===== src/rtl/mips_pc_pkg.sv =====
// ----------------------------------------------------------------------------
// mips_pc_pkg
// Shared types and constants for the program-counter / fetch-address stage.
//   redirect_kind_t : kind of taken control transfer reported by decode
//   pc_state_t      : PC sequencing state (running, delay slot, halted)
//   PC_STEP         : byte distance between sequential instructions
//   DEFAULT_*       : default reset vector and halt address
//   branch_offset() : sign-extended, word-scaled branch displacement
// ----------------------------------------------------------------------------
package mips_pc_pkg;

  typedef enum logic [1:0] {
    KIND_NONE     = 2'd0,
    KIND_BRANCH   = 2'd1,
    KIND_JUMP     = 2'd2,
    KIND_JUMP_REG = 2'd3
  } redirect_kind_t;

  typedef enum logic [1:0] {
    PC_RUN    = 2'd0,
    PC_DELAY  = 2'd1,
    PC_HALTED = 2'd2
  } pc_state_t;

  localparam logic [31:0] PC_STEP              = 32'd4;
  localparam logic [31:0] DEFAULT_RESET_VECTOR = 32'hBFC0_0000;
  localparam logic [31:0] DEFAULT_HALT_ADDR    = 32'h0000_0000;

  // The 16-bit offset counts words; sign-extend and scale to bytes.
  function automatic logic [31:0] branch_offset(input logic [15:0] imm);
    return {{14{imm[15]}}, imm, 2'b00};
  endfunction

endpackage


===== src/rtl/mips_pc_target_calc.sv =====
// ----------------------------------------------------------------------------
// mips_pc_target_calc
// Purely combinational redirect-target and link-address computation.
// All arithmetic is relative to base = pc + 4 (the delay-slot address) and
// wraps modulo 2^32.
// Optional feature macro: PC_ALIGN_CHECK_EN
//   defined   : target passed through unmodified; misaligned flags low bits
//   undefined : target[1:0] forced to 2'b00
// Ports:
//   pc                in  32  current fetch address
//   redirect_kind     in  2   redirect_kind_t encoding
//   branch_imm        in  16  branch offset in words (signed)
//   jump_index        in  26  J/JAL instr_index field
//   jr_target         in  32  register target for JR/JALR
//   target            out 32  redirect destination
//   link_addr         out 32  return address (pc + 8)
//   target_misaligned out 1   raw target has nonzero low bits
// ----------------------------------------------------------------------------
module mips_pc_target_calc
  import mips_pc_pkg::*;
(
  input  logic [31:0] pc,
  input  logic [1:0]  redirect_kind,
  input  logic [15:0] branch_imm,
  input  logic [25:0] jump_index,
  input  logic [31:0] jr_target,
  output logic [31:0] target,
  output logic [31:0] link_addr,
  output logic        target_misaligned
);

  logic [31:0] base_s;
  logic [31:0] target_raw_s;

  // Raw target selection by redirect kind.
  always_comb begin
    base_s       = pc + PC_STEP;
    target_raw_s = base_s;
    case (redirect_kind_t'(redirect_kind))
      KIND_NONE:     target_raw_s = base_s;
      KIND_BRANCH:   target_raw_s = base_s + branch_offset(branch_imm);
      KIND_JUMP:     target_raw_s = {base_s[31:28], jump_index, 2'b00};
      KIND_JUMP_REG: target_raw_s = jr_target;
      default:       target_raw_s = base_s;
    endcase
  end

  // Only a register target can carry nonzero low bits.
  assign target_misaligned = (target_raw_s[1:0] != 2'b00);

`ifdef PC_ALIGN_CHECK_EN
  // Misaligned targets are trapped by the FSM, so pass the raw value on.
  assign target = target_raw_s;
`else
  // Without trapping, silently word-align every target.
  assign target = target_raw_s & 32'hFFFF_FFFC;
`endif

  // Return address skips the branch and its delay slot.
  assign link_addr = pc + (PC_STEP << 1);

endmodule


===== src/rtl/mips_cpu_pc_unit.sv =====
// ----------------------------------------------------------------------------
// mips_cpu_pc_unit
// Program-counter / fetch-address stage. Sequences the fetch PC, applies
// taken redirects after one architectural delay slot, and stops the CPU once
// a redirect to HALT_ADDR has taken effect.
// Optional feature macro: PC_ALIGN_CHECK_EN
//   defined   : a misaligned redirect target sets addr_fault and halts
//               immediately (delay slot not issued)
//   undefined : targets word-aligned, addr_fault tied low
// Ports:
//   clk            in  1   rising-edge clock
//   reset          in  1   synchronous active-high reset (overrides clk_enable)
//   clk_enable     in  1   global advance enable; 0 freezes all state
//   redirect_kind  in  2   taken redirect for the instruction at instr_address
//   branch_imm     in  16  branch offset (words, signed)
//   jump_index     in  26  J/JAL instr_index
//   jr_target      in  32  JR/JALR register target
//   instr_address  out 32  current fetch PC (registered)
//   link_addr      out 32  instr_address + 8 (combinational)
//   active         out 1   high while running, low once halted (registered)
//   addr_fault     out 1   misaligned redirect target seen (registered)
// ----------------------------------------------------------------------------
module mips_cpu_pc_unit
  import mips_pc_pkg::*;
#(
  parameter logic [31:0] RESET_VECTOR = DEFAULT_RESET_VECTOR,
  parameter logic [31:0] HALT_ADDR    = DEFAULT_HALT_ADDR
) (
  input  logic        clk,
  input  logic        reset,
  input  logic        clk_enable,
  input  logic [1:0]  redirect_kind,
  input  logic [15:0] branch_imm,
  input  logic [25:0] jump_index,
  input  logic [31:0] jr_target,
  output logic [31:0] instr_address,
  output logic [31:0] link_addr,
  output logic        active,
  output logic        addr_fault
);

  pc_state_t   state_q, state_d;
  logic [31:0] pc_q, pc_d;
  logic [31:0] pending_q, pending_d;
  logic        active_q, active_d;
  logic        addr_fault_q, addr_fault_d;

  logic [31:0] target_s;
  logic        misaligned_s;

  mips_pc_target_calc u_target_calc (
    .pc                (pc_q),
    .redirect_kind     (redirect_kind),
    .branch_imm        (branch_imm),
    .jump_index        (jump_index),
    .jr_target         (jr_target),
    .target            (target_s),
    .link_addr         (link_addr),
    .target_misaligned (misaligned_s)
  );

`ifndef PC_ALIGN_CHECK_EN
  // Alignment flag has no consumer when trapping is disabled.
  logic align_unused_s;
  assign align_unused_s = misaligned_s;
`endif

  // Next-state and next-PC selection for one enabled clock edge.
  always_comb begin
    state_d      = state_q;
    pc_d         = pc_q;
    pending_d    = pending_q;
    active_d     = active_q;
    addr_fault_d = addr_fault_q;
    if (clk_enable) begin
      case (state_q)
        PC_RUN: begin
          if (redirect_kind_t'(redirect_kind) == KIND_NONE) begin
            // Sequential fetch; wraps past the top of memory without halting.
            pc_d = pc_q + PC_STEP;
          end else begin
`ifdef PC_ALIGN_CHECK_EN
            if (misaligned_s) begin
              // Trap: skip the delay slot and stop right away.
              state_d      = PC_HALTED;
              pc_d         = HALT_ADDR;
              active_d     = 1'b0;
              addr_fault_d = 1'b1;
            end else begin
              state_d   = PC_DELAY;
              pending_d = target_s;
              pc_d      = pc_q + PC_STEP;
            end
`else
            state_d   = PC_DELAY;
            pending_d = target_s;
            pc_d      = pc_q + PC_STEP;
`endif
          end
        end
        PC_DELAY: begin
          // Delay slot is issuing; its own redirect_kind is ignored.
          pc_d = pending_q;
          if (pending_q == HALT_ADDR) begin
            state_d  = PC_HALTED;
            active_d = 1'b0;
          end else begin
            state_d = PC_RUN;
          end
        end
        PC_HALTED: begin
          pc_d     = HALT_ADDR;
          active_d = 1'b0;
        end
        default: begin
          // Unreachable encoding: fail safe by stopping the CPU.
          state_d  = PC_HALTED;
          pc_d     = HALT_ADDR;
          active_d = 1'b0;
        end
      endcase
    end else begin
      state_d = state_q;
    end
  end

  // State and address registers with synchronous reset.
  always_ff @(posedge clk) begin
    if (reset) begin
      state_q      <= PC_RUN;
      pc_q         <= RESET_VECTOR;
      pending_q    <= 32'h0000_0000;
      active_q     <= 1'b1;
      addr_fault_q <= 1'b0;
    end else begin
      state_q      <= state_d;
      pc_q         <= pc_d;
      pending_q    <= pending_d;
      active_q     <= active_d;
      addr_fault_q <= addr_fault_d;
    end
  end

  assign instr_address = pc_q;
  assign active        = active_q;
  assign addr_fault    = addr_fault_q;

endmodule


===== config.mk =====
export PLATFORM = sky130hd
export DESIGN_NAME = mips_cpu_pc_unit
export DESIGN_NICKNAME = d
export VERILOG_FILES = /design/src/rtl/mips_pc_pkg.sv /design/src/rtl/mips_pc_target_calc.sv /design/src/rtl/mips_cpu_pc_unit.sv
export SDC_FILE = /design/constraint.sdc
export NUM_CORES = 1
export LEC_CHECK = 0
export ABC_AREA = 1
export CAP_MARGIN = 20
export CELL_PAD_IN_SITES_DETAIL_PLACEMENT = 0
export CELL_PAD_IN_SITES_GLOBAL_PLACEMENT = 1
export CORE_ASPECT_RATIO = 0.6
export CORE_MARGIN = 3
export CORE_UTILIZATION = 30
export CTS_CLUSTER_DIAMETER = 30
export DETAILED_ROUTE_END_ITERATION = 12
export HOLD_SLACK_MARGIN = 0.15
export PLACE_DENSITY_LB_ADDON = 0.12
export SKIP_LAST_GASP = 1
export SYNTH_ARGS = -nofsm -noshare
export SYNTH_HDL_FRONTEND = slang
export SYNTH_HIERARCHICAL = 1
export SYNTH_SLANG_ARGS = --single-unit

===== constraint.sdc =====
create_clock -name clk -period 7.67 [get_ports clk]
set_input_delay 1.534 -clock clk [delete_from_list [all_inputs] [get_ports clk]]
set_output_delay 1.534 -clock clk [all_outputs]
set_load 0.01 [all_outputs]

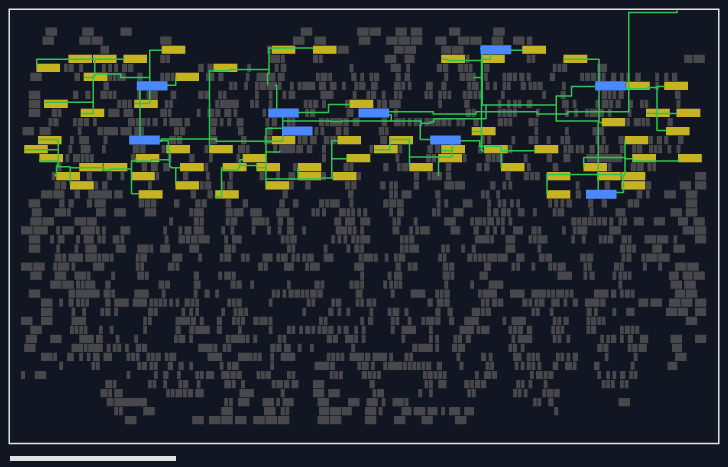
Figure 1: run 1, clock distribution.
Bar = 50 µm.
[flip-flops] yellow | count: 67
[clock drivers] blue | count: 9
[clock wires] green | length: 1110 µm
routed clock nets: 10

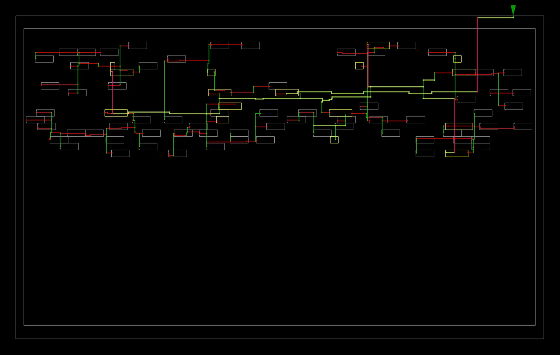
Figure 2: run 1, the clock network.
Sink Count: 67
Latency at later pin: 350 ps
Num CTS Buffers: 9
flip-flop and latch count: 67
clk pwr: 436 µW

==> out/metrics.csv, run 1 <==
metric;value;unit
status;finished clean;
nNetsFinal;1592;
grt-ovfl-total;0;
cts-root-buf;clkbuf_16;
slew_headroom;31.44;%
ios;145;
syn_inst;1361;
place.gp.congestion;0.9535;
clk_pin_slew_worst_paths;60;ps
portBuffers;141;
rsz0062_at_grt;false;
core;24720;µm²
hold_path_end;pending_q[24];
drt_wl_total;33870;µm
wl_per_cell;18.78;µm
clockBufferDepth;2;
r2r_start;instr_address[4];
path_class;register to primary output;
reg2reg_setup_slack;3010;ps
cp.required;6140;ps
chipWidth;213.1;µm
cp.arrival;3500;ps
startpoint_type;register;
mostFrequentLayoutCell;nand2_1;
grt_max_degree;65;
cp-end-kind;primary output;
yosysWarnings;6;
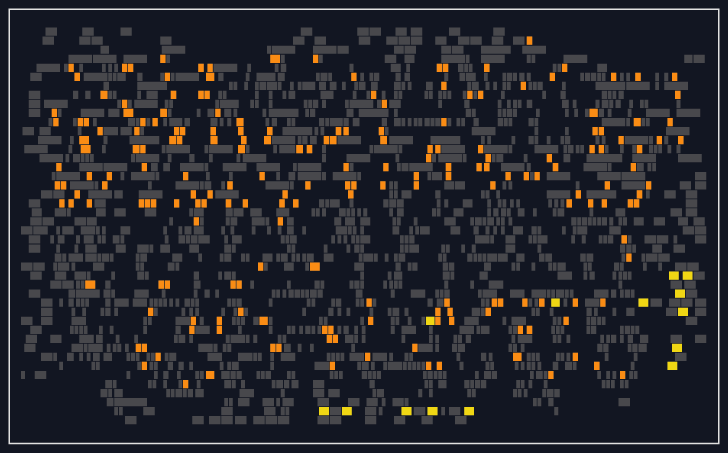
Figure 3: run 1, selected gate families.
| family | color | cells | most used |
|---|---|---|---|
| inverting AOI/OAI gates | orange | 198 | a21oi_1 |
| AND-OR and OR-AND gates | yellow | 14 | a22o_1 |

[run 1: per-stage QoR]
step,area (µm²),worst slack [ps],instances
finish,9732,2634,1804
global route,9729,2549,1803
CTS,9682,2786,1801
detailed placement,9373,2752,1785
global placement,9373,2734,1785
floorplan,7727,4454,1362
[run 1: critical path: stages (launching register included)]
cell             delay, ps
dfxtp_1                720
nand2_1                180
nor2_1                 380
inv_1                  100
nor2_2                 300
inv_2                   90
nor2_2                 190
nand2_1                110
inv_1                  170
nand2_1                 90
xor2_1                 230
clkdlybuf4s50_1        580
[run 1: power by group]
group          switching [µW]  internal (µW)  total [µW]
sequential               46.9            374         421
clock                     173            263         436
combinational             272            186         458
[run 1: area by class of cell]
cell class	instances	area (µm²)	area share [%]
Multi-Input combinational cell	1053	5436	55.86
Timing Repair Buffer	149	1504	15.45
Sequential cell	67	1341	13.78
Inverter	196	735.7	7.560
Tap cell	322	402.9	4.140
Clock buffer	10	239.0	2.456
Clock inverter	6	70.07	0.7200
Antenna cell	1	2.502	0.02571
[run 1: metal layers]
| layer | track usage (%) | up-vias | wire length, µm |
|---|---|---|---|
| met2 | 31.54 | 349 | 11980 |
| met3 | 5.815 | 22 | 3120 |
| met1 | 39.66 | 4132 | 18480 |
| li1 | - | 4639 | - |
| met5 | 0 | - | 0 |
| met4 | 3.067 | 0 | 294 |
[run 1: worst max-delay path by stage]
| stage | from | endpoint | slack (ps) | cells after the start |
|---|---|---|---|---|
| 2_1_floorplan | branch_imm[2] | pending_q[13] | 4450 | 10 |
| 3_3_place_gp | branch_imm[15] | pending_q[21] | 2730 | 13 |
| 3_5_place_dp | branch_imm[15] | pending_q[21] | 2750 | 13 |
| 4_1_cts | instr_address[5] | link_addr[18] | 2790 | 11 |
| 5_1_grt | instr_address[5] | link_addr[18] | 2550 | 11 |
| 6_report | instr_address[5] | link_addr[18] | 2630 | 11 |
[run 1: sequential cells by signal (all words and copies together) (netlist names)]
register and flops:
active 1, instr_address 32, pending_q 32, state_q 2
Figure 4. Routed metal, one color a layer (run 1).
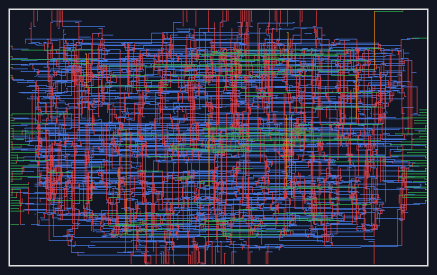

==> run 2: changes to the inputs <==
==> constraint.sdc (replaced) <==
create_clock -name clk -period 4.76 [get_ports clk]
set_input_delay 0.952 -clock clk [delete_from_list [all_inputs] [get_ports clk]]
set_output_delay 0.952 -clock clk [all_outputs]
set_load 0.01 [all_outputs]
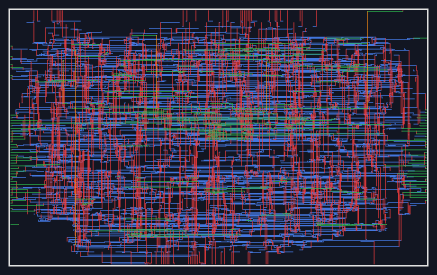
Figure 5: run 2, routed metal, one color a layer.
| layer | color | wire length |
|---|---|---|
| metal 1 | blue | 19300 µm |
| metal 4 | orange | 233 µm |
| metal 2 | red | 12900 µm |
| metal 3 | green | 2930 µm |

==> out/metrics.csv, run 2 <==
metric;value;unit
chipWidth;213.1;µm
nNetsFinal;1621;
cp.arrival;4310;ps
cts-root-buf;clkbuf_16;
intPower;1338;µW
startpoint_type;register;
sequentialPowerShare;30.0;%
core;24720;µm²
cts_sinks;67;
final_cells;1832;
portBuffers;141;
clockBufferDepth;2;
numCtsBuffers;9;
pwr-share-clk;32.9;%
pwr-share-comb;37.0;%
drt_wl_total;35340;µm
mostFrequentLayoutCell;nand2_1;
flop_area;1341;µm²
ios;145;
yosysWarnings;6;
crit_start;instr_address[4];
r2r_start;instr_address[4];
clk_pin_slew_worst_paths;60;ps
syn_inst;1361;
switchingPower;818.6;µW
cp.required;5000;ps
slew_headroom;30.08;%
switching_share;37.97;%
cp-end-kind;register;
status;finished clean;
clkLatencyLatePin;360;ps
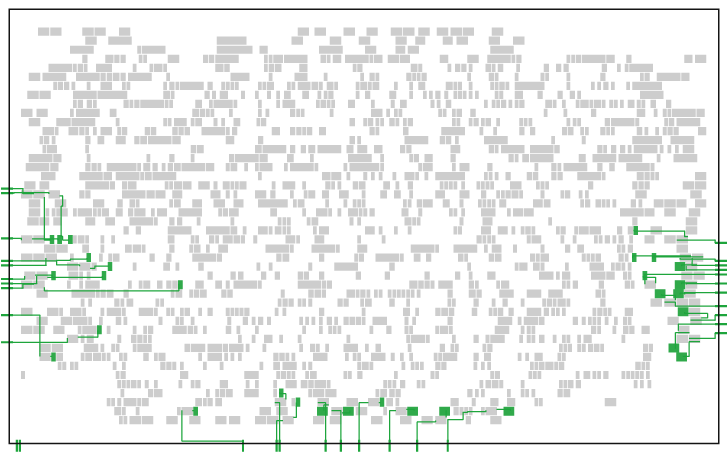
Figure 6: run 2, nets reached from selected ports.
| port | color | bits | direction | end cells | buffers | wire |
|---|---|---|---|---|---|---|
| jr_target | green | 32 | input | 30 | 30 | 656 µm |

## run 2: per-layer routing
metal	routed length (µm)	global-route usage [%]
met1	19270	41.74
met3	2924	6.103
met4	233	3.222
met5	0	0
met2	12900	33.58
## run 2: metrics by stage
step / worst slack, ps / area, µm² / power, µW
CTS: 755.6 / 9906 / 2162
floorplan: 1591 / 7727 / 1103
global route: 347.7 / 9926 / 2292
global placement: 650.4 / 9603 / 1442
detailed placement: 627.4 / 9603 / 1445
finish: 693.1 / 9926 / 2156
## run 2: critical path, stage by stage (launching register included)
cell,delay [ps]
dfxtp_1,330
ha_1,280
nand3_2,220
nor2_4,230
nand3_2,180
nor2_1,280
nand2_1,100
xor2_1,220
inv_1,120
ha_1,300
nand2_1,100
inv_1,90
nand2_1,100
nor2_1,300
nand4_1,360
nand3_1,200
nand2_1,60
nand3_1,100
nand3b_1,140
o21ai_0,190
a21oi_1,50
## run 2: cell type report
type,count,share of cell area (%)
inverters,196,7.412
flip-flops and latches,67,13.51
multi-input cells,1053,54.82
repair buffers,178,17.14
clock buffers,10,2.408
well taps,322,4.059
clock inverters,6,0.6429
## run 2: power groups by stage
| stage | Combinational [µW] | Sequential [µW] | Clock, µW |
|---|---|---|---|
| global placement | 783 | 659 | 0 |
| global route | 887 | 653 | 752 |
| floorplan | 441 | 662 | 0 |
| CTS | 791 | 647 | 724 |
| detailed placement | 786 | 659 | 0 |
| finish | 799 | 647 | 710 |
## run 2: worst paths after layout
kind,depth (start not counted),slack (ps),end
min reg2reg,2,470,pending_q[6]
min,2,470,pending_q[6]
max reg2reg,20,690,pending_q[21]
max,20,690,pending_q[21]
==> run 3: changes to the inputs <==
--- a/config.mk
+++ b/config.mk
@@ -21,3 +21,4 @@
 export SYNTH_HDL_FRONTEND = slang
 export SYNTH_HIERARCHICAL = 1
 export SYNTH_SLANG_ARGS = --single-unit
+export TNS_END_PERCENT = 100
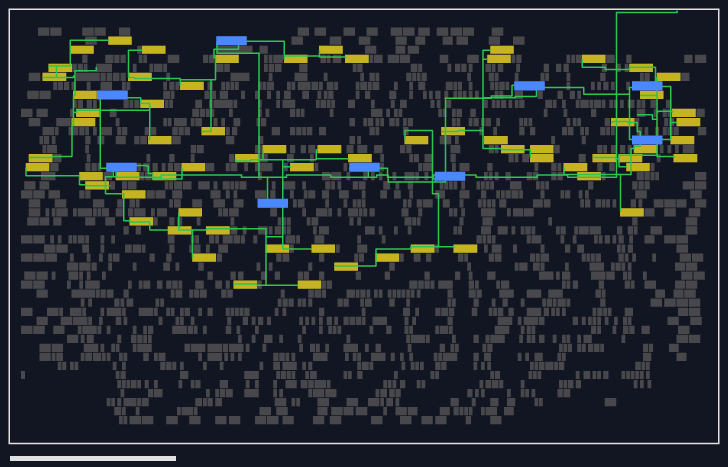
Figure 7: run 3, clock distribution.
Bar = 50 µm.
[clock drivers] blue | count: 9
[flip-flops] yellow | count: 67
[clock wires] green | length: 1350 µm
routed clock nets: 10

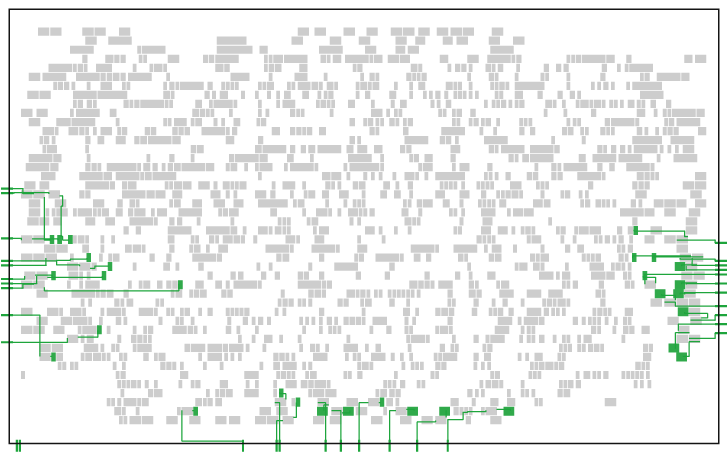
Figure 8: run 3, nets reached from selected ports.
| port | color | bits | direction | end cells | buffers | wire |
|---|---|---|---|---|---|---|
| jr_target | green | 32 | input | 30 | 30 | 656 µm |

==> out/metrics.csv, run 3 <==
metric;value;unit
status;finished clean;
drt_wl_total;35340;µm
final_cells;1832;
whs_path_depth;2;
cp-end-kind;register;
fin_crit;4067;ps
p_total;2156;µW
portBuffers;141;
rsz0062_at_grt;false;
clockBufferDepth;2;
mostFrequentLayoutCell;nand2_1;
startpoint_type;register;
tns;0;ps
slew_headroom;30.08;%
cts_sinks;67;
rr_worst_depth;20;
grt-ovfl-total;0;
path_class;register to register;
yosysWarnings;6;
grt_max_degree;57;
reg2reg_setup_slack;690;ps
fmaxAchievable;0.2459;GHz
place.gp.congestion;0.9180;
cts-root-buf;clkbuf_16;
diodes;0;
drc_errors;0;
numCtsBuffers;9;
nNetsFinal;1621;
fin_ws;693.1;ps
cp.arrival;4310;ps
cts_resized;0;
clk_pin_slew_worst_paths;60;ps
wl_per_cell;19.29;µm
syn_inst;1361;
place_ws;627.4;ps
chipWidth;213.1;µm
ios;145;
antenna_found_initial;1;
grt_usage;25.61;%
cp.required;5000;ps
clkLatencyLatePin;360;ps
core;24720;µm²
placed_cells;1815;
[run 3: cell counts in the layout (fill, tap and decap cells not counted)]
No cell type changed its count.
[run 3: worst paths after layout]
path                                       start             to
worst max register to register  instr_address[4]  pending_q[21]
worst min register to register      pending_q[6]   pending_q[6]
worst max-delay path            instr_address[4]  pending_q[21]
worst min-delay path                pending_q[6]   pending_q[6]
[run 3: worst max-delay path, cell delays in order, from the launching register on]
cell and delay [ps]:
dfxtp_1 330, ha_1 280, nand3_2 220, nor2_4 230
nand3_2 180, nor2_1 280, nand2_1 100, xor2_1 220
inv_1 120, ha_1 300, nand2_1 100, inv_1 90
nand2_1 100, nor2_1 300, nand4_1 360, nand3_1 200
nand2_1 60, nand3_1 100, nand3b_1 140, o21ai_0 190
a21oi_1 50
[run 3: cell type report]
class,count,area (µm²)
fill,2782,14790
multi-input combinational,1053,5441
timing repair buffer,178,1702
sequential,67,1341
inverter,196,735.7
tap,322,402.9
clock buffer,10,239.0
clock inverter,6,63.81
[run 3: report_power, final]
part	total, µW	internal, µW	switching (µW)
sequential	647	603	44.5
clock	710	420	290
combinational	799	315	484
[run 3: through the flow]
step,hold slack (ps),instance area (µm²),util [%]
finish,469.3,9926,40.15
global route,486.6,9926,40.15
CTS,468.1,9906,40.07
detailed placement,458.3,9603,38.85
global placement,455.0,9603,38.85
floorplan,436.6,7727,-
[run 3: metal layers]
metal  track usage (%)  part of all wire, %  routed length, µm
met1             41.74                   55              19270
met2             33.58                   37              12900
met3             6.103                  8.3               2924
met4             3.222                 0.66                233
met5                 0                    0                  0
Power figures rest on the tool's default switching activity, not on a simulated workload.
